--- src/rtl/vga_timing_pkg.sv ---
// VGA 640x480@60 timing constants, uo_out bit map and colour field type.
// Shared by vga_axis_counter and vga_timing_encoder.
package vga_timing_pkg;

  localparam int H_FRONT = 16;
  localparam int H_SYNC  = 96;
  localparam int H_BACK  = 48;
  localparam int H_TOTAL = 800;

  localparam int V_FRONT = 10;
  localparam int V_SYNC  = 2;
  localparam int V_BACK  = 33;
  localparam int V_TOTAL = 525;

  localparam int CNT_W = 10;

  localparam int UO_HS = 7;
  localparam int UO_B0 = 6;
  localparam int UO_G0 = 5;
  localparam int UO_R0 = 4;
  localparam int UO_VS = 3;
  localparam int UO_B1 = 2;
  localparam int UO_G1 = 1;
  localparam int UO_R1 = 0;

  localparam logic [7:0] UO_RESET = 8'h88;

  typedef struct packed {
    logic [1:0] r;
    logic [1:0] g;
    logic [1:0] b;
  } rgb_t;

endpackage

--- src/rtl/vga_axis_counter.sv ---
// Wrapping 0..TOTAL-1 counter advancing on inc, with terminal-count flag.
// Used once per screen axis by vga_timing_encoder.
module vga_axis_counter #(
  parameter int TOTAL = 800,
  parameter int W     = 10
) (
  input  logic         clk,
  input  logic         rst_n,
  input  logic         inc,
  output logic [W-1:0] count,
  output logic         last
);

  localparam logic [W-1:0] LAST = W'(TOTAL - 1);

  assign last = (count == LAST);

  // Advance on inc, wrapping to zero after the terminal count.
  always_ff @(posedge clk or negedge rst_n) begin
    if (!rst_n) begin
      count <= '0;
    end else if (inc) begin
      count <= last ? '0 : count + W'(1);
    end
  end

endmodule

--- src/rtl/vga_timing_encoder.sv ---
// VGA timing generator with registered packed sync/colour output.
// Define VGA_CLKDIV2_EN to derive the pixel tick from clk/2.
module vga_timing_encoder
  import vga_timing_pkg::*;
#(
  parameter int H_VISIBLE = 640,
  parameter int V_VISIBLE = 480
) (
  input  logic       clk,
  input  logic       rst_n,
  input  logic       ena,
  input  logic [5:0] rgb_in,
  output logic [9:0] x_out,
  output logic [9:0] y_out,
  output logic       visible,
  output logic       pix_tick,
  output logic       frame_start,
  output logic [7:0] uo_out
);

  localparam logic [9:0] H_VIS = 10'(H_VISIBLE);
  localparam logic [9:0] V_VIS = 10'(V_VISIBLE);
  localparam logic [9:0] HS_LO = 10'(H_VISIBLE + H_FRONT);
  localparam logic [9:0] HS_HI = 10'(H_VISIBLE + H_FRONT + H_SYNC);
  localparam logic [9:0] VS_LO = 10'(V_VISIBLE + V_FRONT);
  localparam logic [9:0] VS_HI = 10'(V_VISIBLE + V_FRONT + V_SYNC);

  logic       tick;
  logic       x_last;
  logic       unused_y_last;
  logic       hs_raw;
  logic       vs_raw;
  rgb_t       rgb;
  logic [7:0] uo_next;

`ifdef VGA_CLKDIV2_EN
  logic div;

  // Toggle phase on enabled clks; tick on every second one.
  always_ff @(posedge clk or negedge rst_n) begin
    if (!rst_n) begin
      div <= 1'b0;
    end else if (ena) begin
      div <= ~div;
    end
  end

  assign tick = ena & div;
`else
  assign tick = ena;
`endif

  vga_axis_counter #(
    .TOTAL (H_TOTAL),
    .W     (CNT_W)
  ) u_h (
    .clk   (clk),
    .rst_n (rst_n),
    .inc   (tick),
    .count (x_out),
    .last  (x_last)
  );

  vga_axis_counter #(
    .TOTAL (V_TOTAL),
    .W     (CNT_W)
  ) u_v (
    .clk   (clk),
    .rst_n (rst_n),
    .inc   (tick & x_last),
    .count (y_out),
    .last  (unused_y_last)
  );

  assign pix_tick    = tick;
  assign visible     = (x_out < H_VIS) && (y_out < V_VIS);
  assign frame_start = tick && (x_out == '0) && (y_out == '0);
  assign hs_raw      = !((x_out >= HS_LO) && (x_out < HS_HI));
  assign vs_raw      = !((y_out >= VS_LO) && (y_out < VS_HI));

  // Pack syncs and blank-masked colour for the current pixel.
  always_comb begin
    uo_next        = '0;
    rgb            = visible ? rgb_t'(rgb_in) : '0;
    uo_next[UO_HS] = hs_raw;
    uo_next[UO_VS] = vs_raw;
    uo_next[UO_R1] = rgb.r[1];
    uo_next[UO_R0] = rgb.r[0];
    uo_next[UO_G1] = rgb.g[1];
    uo_next[UO_G0] = rgb.g[0];
    uo_next[UO_B1] = rgb.b[1];
    uo_next[UO_B0] = rgb.b[0];
  end

  // Output register, one pixel behind the coordinates.
  always_ff @(posedge clk or negedge rst_n) begin
    if (!rst_n) begin
      uo_out <= UO_RESET;
    end else if (tick) begin
      uo_out <= uo_next;
    end
  end

endmodule
--- config.mk ---
export PLATFORM = sky130hd
export DESIGN_NAME = vga_timing_encoder
export DESIGN_NICKNAME = d
export VERILOG_FILES = /design/src/rtl/vga_timing_pkg.sv /design/src/rtl/vga_axis_counter.sv /design/src/rtl/vga_timing_encoder.sv
export SDC_FILE = /design/constraint.sdc
export NUM_CORES = 1
export LEC_CHECK = 0
export ABC_AREA = 1
export CAP_MARGIN = 20
export CORE_MARGIN = 5
export CORE_UTILIZATION = 49
export CTS_CLUSTER_DIAMETER = 120
export DETAILED_ROUTE_END_ITERATION = 16
export HOLD_SLACK_MARGIN = 0.15
export PLACE_DENSITY = 0.79
export SKIP_CTS_REPAIR_TIMING = 1
export SYNTH_ARGS = -nofsm -noshare
export SYNTH_HDL_FRONTEND = slang
export SYNTH_SLANG_ARGS = --single-unit
--- constraint.sdc ---
create_clock -name clk -period 1.6 [get_ports clk]
set_clock_uncertainty 0.1 [all_clocks]
set_input_delay 0.24 -clock clk [delete_from_list [all_inputs] [get_ports clk]]
set_output_delay 0.24 -clock clk [all_outputs]
set_load 0.02 [all_outputs]
==> flow_summary.toml <==
# synthesis and place-and-route metrics
[place]
place_congestion = 0.857
dp_slack_ps = -599
dp_hpwl_mm = 3.25

[critical_path]
cp_data_arrival_time_ps = 1570
r2r_start = "u_h.count[0]"
critical_path_buf_inv_count = 3
crit_path_start_kind = "register"
r2r-end = "u_v.count[7]"
slowest_delay_ps = 430
crit_slowest_cell = "dfrtp_1"
rrSetupSlack_ps = 10

[sta]
finalCriticalPeriod_ps = 1910
rsz0062_at_grt = "true"
hold_violations = 0
finalSetupViolCount = 2
holdWs_ps = 360
finalWorstSetupSlack_ps = -309

[layout]
mostFrequentLayoutCell = "nand2_1"
sh_comb_area_pct = 32.0
seq_area_share_pct = 27.5
area_growth_syn_to_layout_pct = 59.4
design_area_um2 = 2560
combGateArea_um2 = 822
seqCellArea_um2 = 706
final_cells = 340
largest_class = "non-clock buffers"

[power_and_ir_drop]
sw_frac_of_total_pct = 35.0
powerDensity_nw_per_um2 = 753
p_comb_uw = 746
powerSeq_uw = 824

[yosys]
area_leaders = "dfrtp_1 40%, nand2_1 11%, inv_1 6.5%, nand3_1 5.6%, o21ai_0 5.3%"
common_cells = "49 x nand2_1, 28 x inv_1, 26 x dfrtp_1"
synth_seq_share_pct = 43.7
synth_xor_xnor_area_share_pct = 2.72
largest_area_cell = "dfrtp_1"
edf_count = 0
synth.distinct_cells = 24

[die]
pin_count = 40
fp_util_pct = 51.9
tapCellCount = 44
rows = 20

[hold_path]
holdPathEnd = "uo_out[5]"
min_from = "rgb_in[2]"
worstHoldPathType = "in -> reg"

[run_status]
status = "complete, but fails checks"
violations = "negative setup slack"

[route]
firstDrtPassIters = 4
drt_iter0_markers = 103

[grt]
use_met1_pct = 26.2

[flow_run]
warning_count = 29
drv_cap = 0
**Met3 routing**

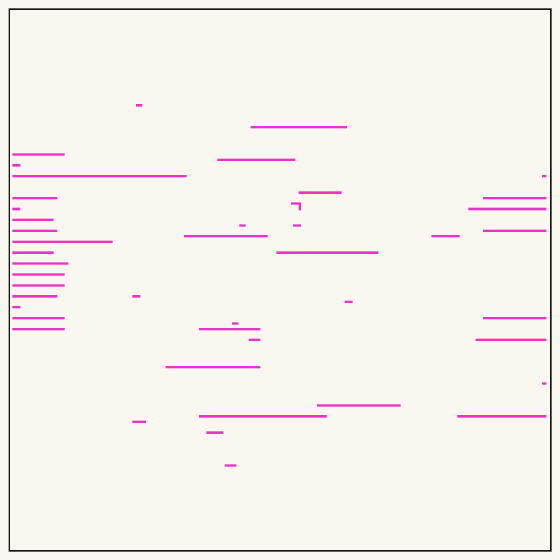
share of all routed wire	5.2%
nets with wire on the layer	39
longest straight run	21.4 um
drt total wl: 4.93 mm
via count: 1771

**Power grid**

The bar under the picture is 20 um long. Pins as bars on the die edge.
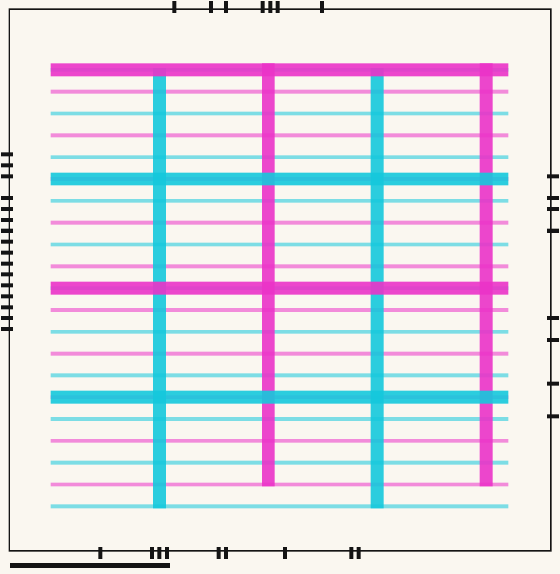
colour	net
magenta	VDD
cyan	VSS
met5 straps	4
signal pins	40
met4 straps	4
met1 rails	21
DIE WIDTH: 67.3 um
die height: 67.3 um
Core Region: 3100 um^2
Max VDD drop: 0.648 mV

**Metal layers overlaid**

The bar under the picture is 20 um long. Only two layers are drawn.
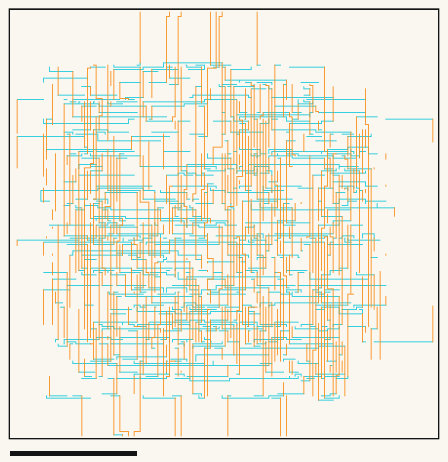
colour	layer	wire length
cyan	metal 1	2010 um
orange	metal 2	2580 um
Overall Global Routing Usage: 20.0%
Routed WL per cell: 14.5 um

**The clock network**

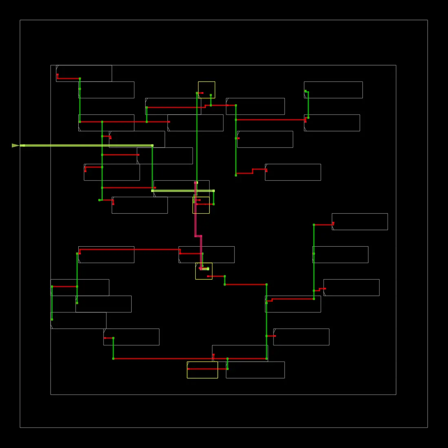
Flops: 28
# clock sinks: 28
Clock net power: 361 uW

Power is estimated from default activity; no workload was simulated.
